### Metal 3

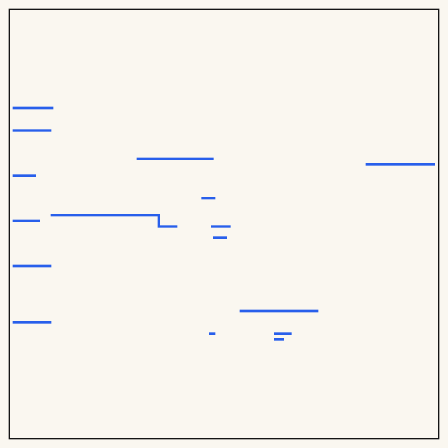
### Sequential cells coloured by netlist name

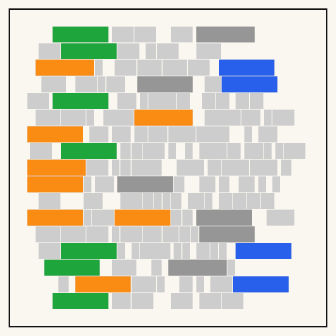
==> config.mk <==
export PLATFORM = sky130hd
export DESIGN_NAME = seq_detector_param
export DESIGN_NICKNAME = d
export VERILOG_FILES = /design/src/rtl/seq_detector_param.sv
export SDC_FILE = /design/constraint.sdc
export NUM_CORES = 1
export LEC_CHECK = 0
export CORE_MARGIN = 2
export CORE_UTILIZATION = 60
export CTS_BUF_LIST = sky130_fd_sc_hd__clkbuf_8
export CTS_CLUSTER_DIAMETER = 30
export DETAILED_ROUTE_END_ITERATION = 8
export PLACE_DENSITY = 0.95
export SLEW_MARGIN = 40
export SYNTH_ARGS = -nofsm -noshare
export SYNTH_HDL_FRONTEND = slang
export SYNTH_SLANG_ARGS = --single-unit
==> constraint.sdc <==
create_clock -name clk -period 3.6 [get_ports clk]
set_clock_uncertainty 0.05 [all_clocks]
set_input_delay 0.9 -clock clk [delete_from_list [all_inputs] [get_ports clk]]
set_output_delay 0.9 -clock clk [all_outputs]
set_load 0.05 [all_outputs]
==> src/rtl/seq_detector_param.sv <==
`default_nettype none
// +--------------------------------------------------------------------------+
// | seq_detector_param: runtime-loadable serial pattern detector; the        |
// | SEQDET_COUNT_EN macro adds a saturating match counter. Rev 1.0           |
// +--------------------------------------------------------------------------+
module seq_detector_param #(
  parameter int                 MAX_LEN         = 8,
  parameter int                 LEN_W           = $clog2(MAX_LEN + 1),
  parameter logic [MAX_LEN-1:0] DEFAULT_PATTERN = MAX_LEN'(8'b0000_1011),
  parameter int                 DEFAULT_LEN     = 4,
`ifdef SEQDET_COUNT_EN
  parameter int                 CNT_W           = 16,
`endif
  parameter bit                 DEFAULT_OVERLAP = 1'b1
) (
  input  logic               clk,
  input  logic               reset,
  input  logic               x_valid,
  input  logic               x,
  input  logic               cfg_load,
  input  logic [MAX_LEN-1:0] cfg_pattern,
  input  logic [LEN_W-1:0]   cfg_len,
  input  logic               cfg_overlap,
`ifdef SEQDET_COUNT_EN
  output logic [CNT_W-1:0]   match_count,
`endif
  output logic               detected
);

  localparam logic [LEN_W-1:0] c_max_len = LEN_W'(MAX_LEN);

  logic [MAX_LEN-2:0] r_hist;
  logic [LEN_W-1:0]   r_fill;
  logic [MAX_LEN-1:0] r_pat;
  logic [LEN_W-1:0]   r_len;
  logic               r_ovl;
  logic               r_detected;

  logic [MAX_LEN-1:0] w_hist_n;
  logic [MAX_LEN-1:0] w_mask;
  logic [LEN_W-1:0]   w_fill_inc;
  logic [LEN_W-1:0]   w_cfg_len;
  logic               w_match;

  // History only needs MAX_LEN-1 bits: the newest bit completes the window.
  assign w_hist_n   = {r_hist, x};
  assign w_mask     = ~({MAX_LEN{1'b1}} << r_len);
  assign w_fill_inc = (r_fill == c_max_len) ? r_fill : r_fill + 1'b1;
  assign w_match    = (w_fill_inc >= r_len) && (((w_hist_n ^ r_pat) & w_mask) == '0);

  assign w_cfg_len  = (cfg_len == '0)       ? LEN_W'(1)  :
                      (cfg_len > c_max_len) ? c_max_len  : cfg_len;

  always_ff @(posedge clk or negedge reset) begin
    if (!reset) begin
      r_hist     <= '0;
      r_fill     <= '0;
      r_pat      <= DEFAULT_PATTERN;
      r_len      <= LEN_W'(DEFAULT_LEN);
      r_ovl      <= DEFAULT_OVERLAP;
      r_detected <= 1'b0;
    end else if (cfg_load) begin
      r_hist     <= '0;
      r_fill     <= '0;
      r_pat      <= cfg_pattern;
      r_len      <= w_cfg_len;
      r_ovl      <= cfg_overlap;
      r_detected <= 1'b0;
    end else if (x_valid) begin
      r_hist     <= w_hist_n[MAX_LEN-2:0];
      // Non-overlap match drops back to filling; overlap keeps the suffix live.
      r_fill     <= (w_match && !r_ovl) ? '0 : w_fill_inc;
      r_detected <= w_match;
    end else begin
      r_detected <= 1'b0;
    end
  end

  assign detected = r_detected;

`ifdef SEQDET_COUNT_EN
  logic [CNT_W-1:0] r_cnt;

  always_ff @(posedge clk or negedge reset) begin
    if (!reset) begin
      r_cnt <= '0;
    end else if (cfg_load) begin
      r_cnt <= '0;
    end else if (x_valid && w_match && (r_cnt != '1)) begin
      r_cnt <= r_cnt + 1'b1;
    end
  end

  assign match_count = r_cnt;
`endif

endmodule
`default_nettype wire

==> out/metrics.cfg <==
[synth]
yosys_area_um2=1360
ys_cells=128
yosys.cell_count.top_type=dfrtp_1
ys_top_cells_by_count=20 x dfrtp_1, 13 x nor2_1, 9 x mux2_2, 9 x xnor2_1
ys_top_cells_by_area=dfrtp_1 37%, dfstp_2 9.7%, mux2_2 7.5%
numSynthFlops=25
yosysSeqAreaShare=0.465
synth_cell_types=29
synthCells=128
netlist_area_um2=1360
edf_count=0
flop_cell=dfrtp_1
synth_top_area_share=0.368
async_reset_ff_frac=1.00
postSynthNetCount=152
syn_area_per_cell_um2=10.6
yosys_warnings=0
top_area_cell=dfrtp_1

[floorplan]
rows=17
chip_area_um2=2660
fp-utilization=0.626
pin_count=19
core_um2=2170
fp.dieH_um=51.6
fp.dieW_um=51.6

[final_timing]
setup_ws_ns=1.03
rsz0062_at_grt=false
fmax_mhz=390
fin_crit_sh=0.713
setup_viol=0
tns_ns=0
finalCriticalPeriod_ns=2.57
slew_violations=0
tightest_slew_ns=0.764
relSlewSlack=0.489
hold_violations=0

[finish]
antennaDiodeCount=0
logic_area_um2=681
finalNonFillerCells=175
regArea_um2=632
drive_above_1_share=0.170
nets=172
area_growth_pct=18.4
fill_cells=159

[route]
vias=1004
via_per_inst=5.74
ant_nets=0
drc=0
drt_iter0_markers=26
drt-pass1-iter-count=4
drt-total-wl_um=2490
post_drt_wl_per_cell_um=14.2

[grt]
grt_use_met3=0.0316
grt_antenna_before_repair=0
met1_usage=0.235
met2_usage=0.425
grt.total_usage=0.219
grt_pass1_wl_um=4330
top_usage_layer=met2
grt_pass1_vias=1054
gr-total-overflow=0
grt_max_degree=25

[placement]
io_buffers=18
finalWeightedCongestion=0.900
hpwl_um=1900
dp_cells=171
pre_cts_slack_ns=1.00

[clocking]
clkLatencyLatePin_ns=0.26
postCtsResizedCells=0
cts.sinks=25
htree_levels=1
cts_setup_buffers=0
clkTransAtPathRegs_ns=0.08
clk_path_buf_depth=2
ctsRootBufferMaster=clkbuf_8
cts_made_buffers=3
cts_tree=done
cts_hold_buf=0

[pwr]
p_total_mw=0.626
p_leak_nw=0.679
ir_drop_uv=307
powerDensity_nw_per_um2=389

[run_status]
status=complete, no violations

[critical_path]
crit_fanout=4
critPathKind=reg -> reg
crit_path_end_kind=flip-flop
crit_arrival_ns=2.69
worstPathRequired_ns=3.73
crit_path_start_kind=flip-flop

[hold_path]
hold_path.class=reg -> reg

[flow_run]
cap_violations=0
tool_warnings=27

## Picture notes: 'Metal 3'
nets with wire on the layer: 12
share of all routed wire: 2.9%
main direction: horizontal
wire length on this layer: 73.6 um
longest straight run: 12.9 um

## Picture notes: 'Sequential cells coloured by netlist name'
| colour | netlist name | flops |
|---|---|---|
| blue | `r_fill` | 4 |
| green | `r_hist` | 7 |
| orange | `r_pat` | 8 |
Power Sequential: 0.326 mW
final core utilization: 0.742

==> report_power, final <==
group	switching [mW]	internal, mW
Combinational	0.0669	0.0746
Clock	0.0823	0.0763
Sequential	0.0203	0.305
==> placed cells by master, fill, tap and decap left out, types with 2 or more instances in the layout <==
cell,n
nor2_1,13
inv_1,8
nand2_1,8
dfstp_2,5
mux2i_1,8
clkdlybuf4s50_1,17
nor2b_1,2
buf_4,2
nand2b_1,4
xnor2_1,9
o21ai_0,6
a31oi_1,2
clkbuf_8,3
nand3_1,4
a21oi_1,3
o22ai_1,6
dfrtp_1,20
mux2_2,9
ha_1,6
==> registers in the layout, summed over array words and instances (netlist names) <==
signal and flops:
detected 1, r_fill 4, r_hist 7, r_len 4, r_ovl 1, r_pat 8
==> layout make-up <==
cell class                 count  area share
clock buffer                   3      0.0257
clock inverter                 1     0.00233
inverter                       7      0.0163
multi-input combinational     91       0.423
sequential                    25       0.393
tap                           28      0.0218
timing repair buffer          20       0.118
==> per-stage QoR <==
stage / area [um2] / hold slack (ns)
2_1_floorplan: 1360 / 0.452
3_3_place_gp: 1570 / 0.465
3_5_place_dp: 1560 / 0.473
4_1_cts: 1610 / 0.491
5_1_grt: 1610 / 0.501
6_report: 1610 / 0.488
==> critical path: stages (launching register included) <==
cell	delay, ns
dfrtp_1	0.39
inv_1	0.09
ha_1	0.20
nand2_1	0.08
nor2_1	0.05
xnor2_1	0.27
ha_1	0.29
nand2b_1	0.15
a2111oi_2	0.40
nor4_2	0.08
and3_4	0.18
o32ai_2	0.24
==> per-layer routing <==
metal | vias to the layer above | wire length, um
met5 | - | 0
met4 | 0 | 34
met3 | 5 | 73
met2 | 20 | 1360
met1 | 492 | 1020
li1 | 487 | -
==> cells by family after synthesis <==
| group | Yosys count | synth area share |
|---|---|---|
| compound gates | 23 | 0.117 |
| xor+xnor | 10 | 0.0645 |
| fa+ha+maj | 6 | 0.0552 |
| buf+inv | 12 | 0.0341 |
| flops | 25 | 0.465 |
| mux | 17 | 0.134 |
| simple gates | 35 | 0.131 |
==> final timing paths <==
| check | from | end | slack, ns | cells after the start |
|---|---|---|---|---|
| worst max-delay path | r_fill[0]$_DFFE_PN0P_ | r_fill[0]$_DFFE_PN0P_ | 1.03 | 11 |
| worst min-delay path | r_pat[4]$_DFFE_PN0P_ | r_pat[4]$_DFFE_PN0P_ | 0.49 | 1 |
| worst max register to register | r_fill[0]$_DFFE_PN0P_ | r_fill[0]$_DFFE_PN0P_ | 1.03 | 11 |
| worst min register to register | r_pat[4]$_DFFE_PN0P_ | r_pat[4]$_DFFE_PN0P_ | 0.49 | 1 |
| max in group asynchronous | reset | r_pat[0]$_DFFE_PN1P_ | 2.43 | 2 |
| min in group asynchronous | reset | r_pat[6]$_DFFE_PN0P_ | 0.54 | 1 |
No activity file was given, so power comes from the tool's default toggle rates.
